$ cat config.mk
export PLATFORM = sky130hd
export DESIGN_NAME = lbm_sweep_scheduler
export DESIGN_NICKNAME = d
export VERILOG_FILES = /design/src/rtl/lbm_sweep_scheduler_pkg.sv /design/src/rtl/lbm_wb_delay.sv /design/src/rtl/lbm_sweep_scheduler.sv
export SDC_FILE = /design/constraint.sdc
export NUM_CORES = 1
export LEC_CHECK = 0
export CORE_ASPECT_RATIO = 0.5
export CORE_MARGIN = 5
export CORE_UTILIZATION = 50
export CTS_BUF_LIST = sky130_fd_sc_hd__clkbuf_2 sky130_fd_sc_hd__clkbuf_4 sky130_fd_sc_hd__clkbuf_8
export DETAILED_ROUTE_END_ITERATION = 6
export GPL_ROUTABILITY_DRIVEN = 0
export PLACE_DENSITY = 0.79
export SETUP_SLACK_MARGIN = 0.2
export SKIP_CTS_REPAIR_TIMING = 1
export SLEW_MARGIN = 10
export SYNTH_ARGS = -nofsm -noshare
export SYNTH_HDL_FRONTEND = slang
export SYNTH_HIERARCHICAL = 1
export SYNTH_SLANG_ARGS = --single-unit
$ cat constraint.sdc
create_clock -name clk -period 2.7 [get_ports clk]
set_input_delay 0.27 -clock clk [delete_from_list [all_inputs] [get_ports clk]]
set_output_delay 0.27 -clock clk [all_outputs]
set_load 0.01 [all_outputs]
$ cat src/rtl/lbm_sweep_scheduler_pkg.sv
// lbm_sweep_scheduler_pkg: lattice geometry defaults and scheduler state encoding.
// Rev 1.0
`default_nettype none

package lbm_sweep_scheduler_pkg;

  localparam int DEF_GRID_W   = 50;
  localparam int DEF_GRID_H   = 50;
  localparam int DEF_ADDR_W   = 12;
  localparam int DEF_PIPE_LAT = 4;
  localparam int DEPTH        = DEF_GRID_W * DEF_GRID_H;

  typedef enum logic [2:0] {
    ST_IDLE   = 3'd0,
    ST_SWEEP  = 3'd1,
    ST_DRAIN  = 3'd2,
    ST_SWAP   = 3'd3,
    ST_HOST_A = 3'd4,
    ST_HOST_B = 3'd5,
    ST_DONE   = 3'd6
  } state_e;

endpackage

`default_nettype wire

$ cat src/rtl/lbm_wb_delay.sv
// lbm_wb_delay: PIPE_LAT-deep {valid, addr} shift producing the write-back strobe and address.
// Rev 1.0
`default_nettype none

module lbm_wb_delay #(
  parameter int ADDR_W   = 12,
  parameter int PIPE_LAT = 4
) (
  input  logic              clk,
  input  logic              flush_i,
  input  logic              valid_i,
  input  logic [ADDR_W-1:0] addr_i,
  output logic              wr_en_o,
  output logic [ADDR_W-1:0] wr_addr_o,
  output logic              pending_o
);

  logic [PIPE_LAT-1:0] valid_q;
  logic [ADDR_W-1:0]   addr_q [PIPE_LAT];

  // Shifts every cycle so bubbles keep the issue-to-write distance fixed.
  always_ff @(posedge clk) begin
    if (flush_i) begin
      valid_q <= '0;
      for (int i = 0; i < PIPE_LAT; i++) addr_q[i] <= '0;
    end else begin
      valid_q[0] <= valid_i;
      addr_q[0]  <= valid_i ? addr_i : '0;
      for (int i = 1; i < PIPE_LAT; i++) begin
        valid_q[i] <= valid_q[i-1];
        addr_q[i]  <= addr_q[i-1];
      end
    end
  end

  assign wr_en_o   = valid_q[PIPE_LAT-1];
  assign wr_addr_o = addr_q[PIPE_LAT-1];
  assign pending_o = |valid_q;

endmodule

`default_nettype wire

$ cat src/rtl/lbm_sweep_scheduler.sv
// lbm_sweep_scheduler: per-timestep raster sweep, delayed write-back, bank swap and host readout slots.
// Rev 1.0
`default_nettype none

module lbm_sweep_scheduler
  import lbm_sweep_scheduler_pkg::*;
#(
  parameter int GRID_W   = DEF_GRID_W,
  parameter int GRID_H   = DEF_GRID_H,
  parameter int ADDR_W   = DEF_ADDR_W,
  parameter int PIPE_LAT = DEF_PIPE_LAT
) (
  input  logic              clk,
  input  logic              rst,
  input  logic              en_i,
  input  logic [31:0]       step_i,
  input  logic              collider_ready_i,
  input  logic              host_req_i,
  input  logic [ADDR_W-1:0] host_addr_i,
  output logic [ADDR_W-1:0] rd_addr_o,
  output logic              rd_valid_o,
  output logic [5:0]        rd_x_o,
  output logic [5:0]        rd_y_o,
  output logic [ADDR_W-1:0] wr_addr_o,
  output logic              wr_en_o,
  output logic              bank_sel_o,
  output logic              host_grant_o,
  output logic              host_ack_o,
  output logic              in_collision_state_o,
  output logic              busy_o,
  output logic              done_o,
  output logic [31:0]       steps_done_o
);

  localparam logic [5:0]        X_LAST    = 6'(GRID_W - 1);
  localparam logic [ADDR_W-1:0] ADDR_LAST = ADDR_W'(GRID_W * GRID_H - 1);

  state_e            state_q, ret_q;
  logic [5:0]        x_q, y_q;
  logic [ADDR_W-1:0] addr_q;
  logic              bank_q;
  logic [31:0]       step_q, steps_done_q;
  logic              issue, pending;

  assign issue = (state_q == ST_SWEEP) && collider_ready_i;

  always_ff @(posedge clk) begin
    if (rst) begin
      state_q      <= ST_IDLE;
      ret_q        <= ST_IDLE;
      x_q          <= '0;
      y_q          <= '0;
      addr_q       <= '0;
      bank_q       <= 1'b0;
      step_q       <= '0;
      steps_done_q <= '0;
    end else begin
      case (state_q)
        ST_IDLE: begin
          if (host_req_i) begin
            state_q <= ST_HOST_A;
            ret_q   <= ST_IDLE;
          end else if (en_i) begin
            step_q       <= step_i;
            steps_done_q <= '0;
            state_q      <= (step_i == 32'd0) ? ST_DONE : ST_SWEEP;
          end
        end
        ST_SWEEP: begin
          if (collider_ready_i) begin
            // Linear address tracks x/y with an increment instead of y*GRID_W+x.
            addr_q <= addr_q + ADDR_W'(1);
            if (x_q == X_LAST) begin
              x_q <= '0;
              y_q <= y_q + 6'd1;
            end else begin
              x_q <= x_q + 6'd1;
            end
            if (addr_q == ADDR_LAST) state_q <= ST_DRAIN;
          end
        end
        ST_DRAIN: begin
          if (!pending) state_q <= ST_SWAP;
        end
        ST_SWAP: begin
          bank_q       <= ~bank_q;
          steps_done_q <= steps_done_q + 32'd1;
          x_q          <= '0;
          y_q          <= '0;
          addr_q       <= '0;
          if ((steps_done_q + 32'd1) == step_q) begin
            state_q <= ST_DONE;
          end else if (!en_i) begin
            state_q <= ST_IDLE;
          end else if (host_req_i) begin
            state_q <= ST_HOST_A;
            ret_q   <= ST_SWEEP;
          end else begin
            state_q <= ST_SWEEP;
          end
        end
        ST_HOST_A: state_q <= ST_HOST_B;
        ST_HOST_B: state_q <= ret_q;
        ST_DONE: begin
          if (host_req_i) begin
            state_q <= ST_HOST_A;
            ret_q   <= ST_DONE;
          end else if (!en_i) begin
            state_q <= ST_IDLE;
          end
        end
        default: state_q <= ST_IDLE;
      endcase
    end
  end

  lbm_wb_delay #(
    .ADDR_W  (ADDR_W),
    .PIPE_LAT(PIPE_LAT)
  ) u_wb_delay (
    .clk      (clk),
    .flush_i  (rst),
    .valid_i  (issue),
    .addr_i   (addr_q),
    .wr_en_o  (wr_en_o),
    .wr_addr_o(wr_addr_o),
    .pending_o(pending)
  );

  assign rd_valid_o           = issue;
  assign rd_addr_o            = (state_q == ST_SWEEP)  ? addr_q :
                                (state_q == ST_HOST_A) ? host_addr_i : '0;
  assign rd_x_o               = (state_q == ST_SWEEP) ? x_q : '0;
  assign rd_y_o               = (state_q == ST_SWEEP) ? y_q : '0;
  assign bank_sel_o           = bank_q;
  assign host_grant_o         = (state_q == ST_HOST_A);
  assign host_ack_o           = (state_q == ST_HOST_B);
  assign in_collision_state_o = (state_q == ST_SWEEP) || (state_q == ST_DRAIN);
  assign busy_o               = (state_q != ST_IDLE) && (state_q != ST_DONE);
  assign done_o               = (state_q == ST_DONE);
  assign steps_done_o         = steps_done_q;

endmodule

`default_nettype wire

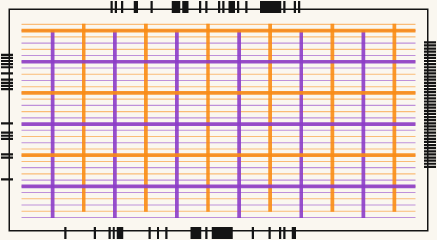
*PDN straps and rails, run 1*
Pins as bars on the die edge.
color	net
purple	VSS
orange	VDD
met4 straps	12
met5 straps	6
met1 rails	32
rows	31
signal pins	125
floorplan core area: 14500 um2
die width: 182 um
Peak VDD IR: 0.280 mV

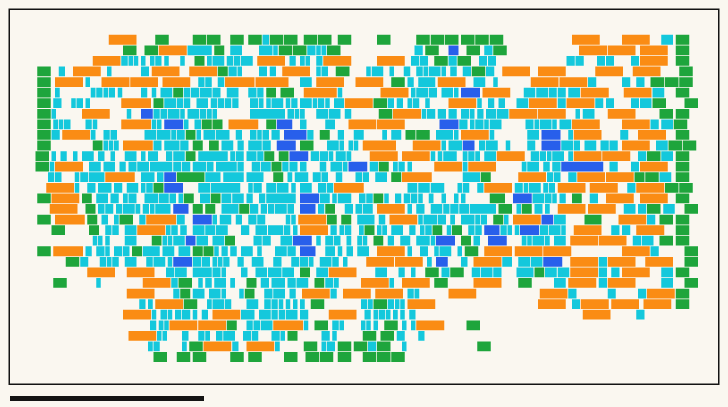
*Placed cells, one color a class, run 1*
The bar under the picture is 50 um long.
color	class	cells	share of their area
green	remaining buffers and delay cells	184	18%
cyan	remaining logic cells	693	45%
blue	clock drivers and dummy loads	32	4.4%
orange	registers	146	32%
fin util: 65.6%
Design Area, Final: 9510 um2

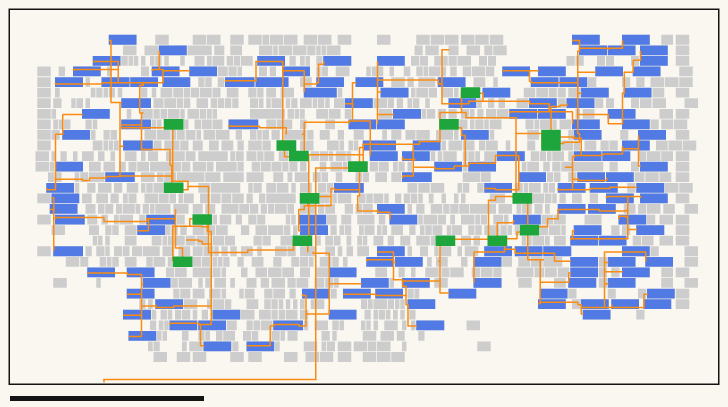
*Clock network drawn from the DEF, run 1*
The bar under the picture is 50 um long.
[orange] clock wires | length: 1790 um
[green] clock-net drivers | count: 17
[blue] flip-flops | count: 146
flops lie	spread over the die
routed clock nets	18
clk latency late pin: 0.45 ns
clk_skew: 0.0116 ns
P_clk: 1.78 mW

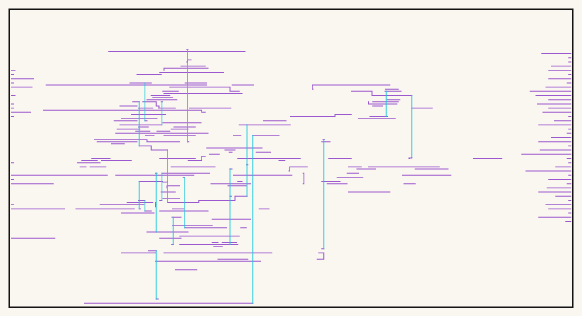
*Signal wires by layer, run 1*
Only two layers are drawn.
color	layer	wire length
purple	M3	1770 um
cyan	M4	327 um
DR vias: 7284
gr usage total: 22.8%
Routed WL: 21200 um

==> results.ini, run 1 <==
[status]
status=complete, no violations

[drt]
wl_met2_um=9840
route.detailed.drc=0
dr.max_layer_used=met4
dr_wl_met3_um=1770
drtIter0Drc=831

[finish]
fill_cells=1213
regArea_um2=2950
regMostFlops=u_wb_delay/addr_q
buffers=184
stdcell_count=1253
seq_share_pct=31.0
comb_area_share_pct=43.8
area_growth_pct=28.4
comb_area_um2=4170
ff_count=146

[worst_setup_path]
crit_end=state_q[2]$_SDFFE_PP0P_
critical_path.startpoint_type=flip-flop
cp.buffers_inverters=1
r2r_slack_ns=0.06
critPathLaunch=steps_done_o[0]$_SDFFE_PP0P_
worstSetupEndpointType=flip-flop
cp_top_family=simple AND/OR/NAND/NOR gates

[yosys]
yosys.area.top_type=dfxtp_1
ys_types=67
area_leaders=dfxtp_1 39%, nand2_1 6.8%, a21oi_1 5.7%, nor2b_1 4.0%, xnor2_1 3.8%
ys_cells=916
top_logic_kind=simple AND/OR/NAND/NOR gates
postSynthCellCount=916
synthMostInstantiatedCell=dfxtp_1
yosys_warnings=6
synthFlopType=dfxtp_1

[clock_tree]
clock-sinks=146
cts_tree=done
clk_path_buf_depth=2

[placement]
placedCellCount=1209
placedInstanceArea_um2=8920
port_buffers=124
dp_slack_ns=0.125
dp_hpwl_um=14900

[grt]
grt_pass1_vias=6517
use_met1_pct=30.2
grtUsageMet2_pct=38.6
grt_busiest_layer=met2

[timing]
period_used_pct=97.6
finalSetupViolCount=0
tns_ns=0

[pwr]
p_total_mw=5.57
p_sw_mw=1.90
power_leader=sequential cells
p_seq_share_pct=42.9
p_comb_share_pct=25.1
clkPwrFrac_pct=32.0
p_leak_nw=3.46

[floorplanning]
tapCellCount=198

[hold_path]
hold_depth=3

[flow_run]
warning_count=28

### Clock wiring as the flow saved it, run 1

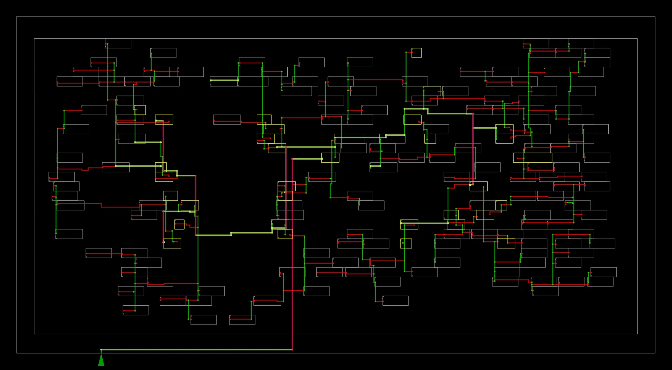

--- run 2 (diff from run 1) ---
--- a/config.mk
+++ b/config.mk
@@ -19,3 +19,4 @@
 export SYNTH_HDL_FRONTEND = slang
 export SYNTH_HIERARCHICAL = 1
 export SYNTH_SLANG_ARGS = --single-unit
+export TNS_END_PERCENT = 5
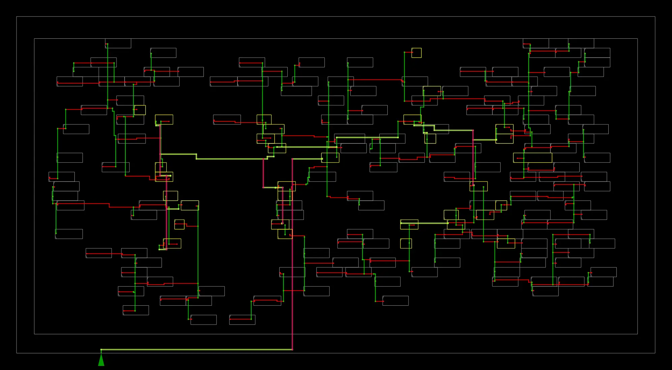
*Clock wiring as the flow saved it, run 2*
clk sink count: 146
clk_skew: 0.0123 ns
TritonCTS Buffers: 17
clk latency late pin: 0.44 ns
flop count: 146

==> run 2 against run 1 <==
Compared with the run above:
- maximum frequency fell by 0.21%
- cell area fell by 0.34%
- register-to-register slack barely moved
- core utilization fell by 0.22 points
- clock skew rose by 0.00077 ns
- flip-flop count did not move
- largest cell class unchanged
==> results.ini, run 2 <==
[pwr]
p_sw_mw=1.88  ; -1.1%
p_clk_mw=1.78  ; about the same
p_seq_share_pct=43.2  ; +0.3 points
pg_seq_mw=2.39
peakVddDrop_mv=0.273  ; -2.5%
p_leak_nw=3.43  ; -0.81%
p_comb_share_pct=24.6  ; -0.5 points
p_total_mw=5.52  ; -0.90%
power_leader=sequential cells
clkPwrFrac_pct=32.2  ; +0.2 points

[finish]
regMostFlops=u_wb_delay/addr_q
stdcell_count=1249  ; -0.32%
area_growth_pct=28.0
comb_area_um2=4170  ; unchanged
comb_area_share_pct=44.0  ; +0.15 points
antenna_cells=0
fill_cells=1215  ; +0.16%

[worst_setup_path]
crit_end=state_q[2]$_SDFFE_PP0P_
r2r_slack_ns=0.06  ; about the same
cp_top_family=simple AND/OR/NAND/NOR gates
cp.buffers_inverters=0  ; -1
worstSetupEndpointType=flip-flop
critical_path.startpoint_type=flip-flop
critPathLaunch=steps_done_o[12]$_SDFFE_PP0P_

[hold_path]
hold_depth=3  ; unchanged

[placement]
dp_hpwl_um=14900  ; unchanged
dp_slack_ns=0.125  ; unchanged
placedCellCount=1209  ; unchanged
port_buffers=124  ; unchanged
placedInstanceArea_um2=8920  ; unchanged

[yosys]
xor_share_pct=6.62
synthFlopType=dfxtp_1
top_logic_kind=simple AND/OR/NAND/NOR gates
ys_types=67  ; unchanged
postSynthCellCount=916  ; unchanged
ys_cells=916  ; unchanged
area_leaders=dfxtp_1 39%, nand2_1 6.8%, a21oi_1 5.7%, nor2b_1 4.0%, xnor2_1 3.8%
yosys_warnings=6  ; unchanged

[grt]
grt_pass1_vias=6517  ; unchanged
grt_util_met3_pct=4.68
use_met1_pct=30.2  ; unchanged
grt_busiest_layer=met2
grtUsageMet2_pct=38.6  ; unchanged

[timing]
finalSetupViolCount=0  ; unchanged
tns_ns=0  ; unchanged
period_used_pct=97.8  ; +0.20 points

[clock_tree]
h-tree-depth=4
clk_path_buf_depth=2  ; unchanged

[drt]
dr.max_layer_used=met4
finalWirelength_um=21000  ; -0.83%
vias=7199  ; -1.2%
dr_wl_met3_um=1700  ; -4.0%
route.detailed.drc=0  ; unchanged
wl_met2_um=9730  ; -1.1%

[floorplanning]
core_area_um2=14500  ; unchanged
die_w_um=182  ; unchanged
tapCellCount=198  ; unchanged

[status]
status=complete, no violations

[flow_run]
warning_count=28  ; unchanged

--- run 3 (diff from run 2) ---
--- a/config.mk
+++ b/config.mk
@@ -5,6 +5,7 @@
 export SDC_FILE = /design/constraint.sdc
 export NUM_CORES = 1
 export LEC_CHECK = 0
+export ABC_CLOCK_PERIOD_IN_PS = 2700
 export CORE_ASPECT_RATIO = 0.5
 export CORE_MARGIN = 5
 export CORE_UTILIZATION = 50
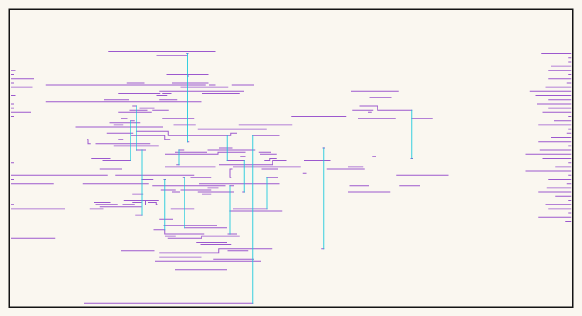
*Signal wires by layer, run 3*
Only two layers are drawn.
color	layer	wire length
purple	M3	1700 um
cyan	M4	261 um
DR vias: 7199
mean routed wirelength per cell: 16.8 um
Routed WL: 21000 um

==> run 3 against run 2 <==
Compared with the run above:
- critical path depth unchanged
- register-to-register slack barely moved
- maximum frequency stayed put
==> results.ini, run 3 <==
[pwr]
p_total_mw=5.52  ; unchanged
p_clk_mw=1.78  ; about the same
p_leak_nw=3.43  ; unchanged
p_comb_share_pct=24.6  ; about the same
power_leader=sequential cells
clkPwrFrac_pct=32.2  ; about the same
internal_power_mw=3.64
p_seq_share_pct=43.2  ; about the same
peakVddDrop_mv=0.273  ; unchanged
pg_seq_mw=2.39  ; about the same
p_sw_mw=1.88  ; unchanged

[yosys]
ys_seq_share_pct=39.5
synthMostInstantiatedCell=dfxtp_1
top_logic_kind=simple AND/OR/NAND/NOR gates
synthFlopType=dfxtp_1
adder_share_pct=0.845
postSynthCellCount=916  ; unchanged
xor_share_pct=6.62  ; unchanged
ys_types=67  ; unchanged
simple_gate_share_pct=31.3
yosys_warnings=6  ; unchanged
area_leaders=dfxtp_1 39%, nand2_1 6.8%, a21oi_1 5.7%, nor2b_1 4.0%, xnor2_1 3.8%
ys_cells=916  ; unchanged

[grt]
grt_pass1_vias=6517  ; unchanged
grt_busiest_layer=met2
grt_util_met3_pct=4.68  ; unchanged
grtUsageMet2_pct=38.6  ; unchanged
use_met1_pct=30.2  ; unchanged

[placement]
dp_hpwl_um=14900  ; unchanged
placedCellCount=1209  ; unchanged
port_buffers=124  ; unchanged
dp_slack_ns=0.125  ; unchanged
placedInstanceArea_um2=8920  ; unchanged

[drt]
drtIter0Drc=850
dr_wl_met3_um=1700  ; unchanged
route.detailed.drc=0  ; unchanged
dr.max_layer_used=met4
first_pass_iters=6
wl_met2_um=9730  ; unchanged

[finish]
nNetsFinal=1092
nClkBuffers=18
regMostFlops=u_wb_delay/addr_q
area_growth_pct=28.0  ; unchanged
comb_area_um2=4170  ; unchanged
regArea_um2=2950
layout_top_cell=nand2_1
stdcell_count=1249  ; unchanged
antenna_cells=0  ; unchanged
comb_area_share_pct=44.0  ; unchanged
inv_count=7
ff_count=146  ; unchanged
bufAreaShareNonClock_pct=17.7
fill_cells=1215  ; unchanged

[timing]
period_used_pct=97.8  ; unchanged
finalSetupViolCount=0  ; unchanged
clock_skew_ns=0.0123  ; unchanged
worst_slew_pin_slew_ns=0.705
tns_ns=0  ; unchanged

[status]
status=complete, no violations

[clock_tree]
clk_path_buf_depth=2  ; unchanged
cts_tree=done
cts_buffers=17  ; unchanged
h-tree-depth=4  ; unchanged
clock_latency_ns=0.44  ; about the same
clock-sinks=146  ; unchanged

[worst_setup_path]
critical_path.startpoint_type=flip-flop
worstSetupEndpointType=flip-flop
r2r-start=steps_done_o[12]$_SDFFE_PP0P_
crit_end=state_q[2]$_SDFFE_PP0P_
cp.buffers_inverters=0  ; unchanged
crit_slowest_cell=or4_4
r2r_slack_ns=0.06  ; about the same
path_class=flip-flop to flip-flop
cp_top_family=simple AND/OR/NAND/NOR gates
critPathLaunch=steps_done_o[12]$_SDFFE_PP0P_
cp_data_arrival_time_ns=3.03

[flow_run]
warning_count=28  ; unchanged

[floorplanning]
core_area_um2=14500  ; unchanged
dieArea_um2=17500
tapCellCount=198  ; unchanged
die_w_um=182  ; unchanged

[hold_path]
hold_depth=3  ; unchanged

Power figures rest on the tool's default switching activity, not on a simulated workload.
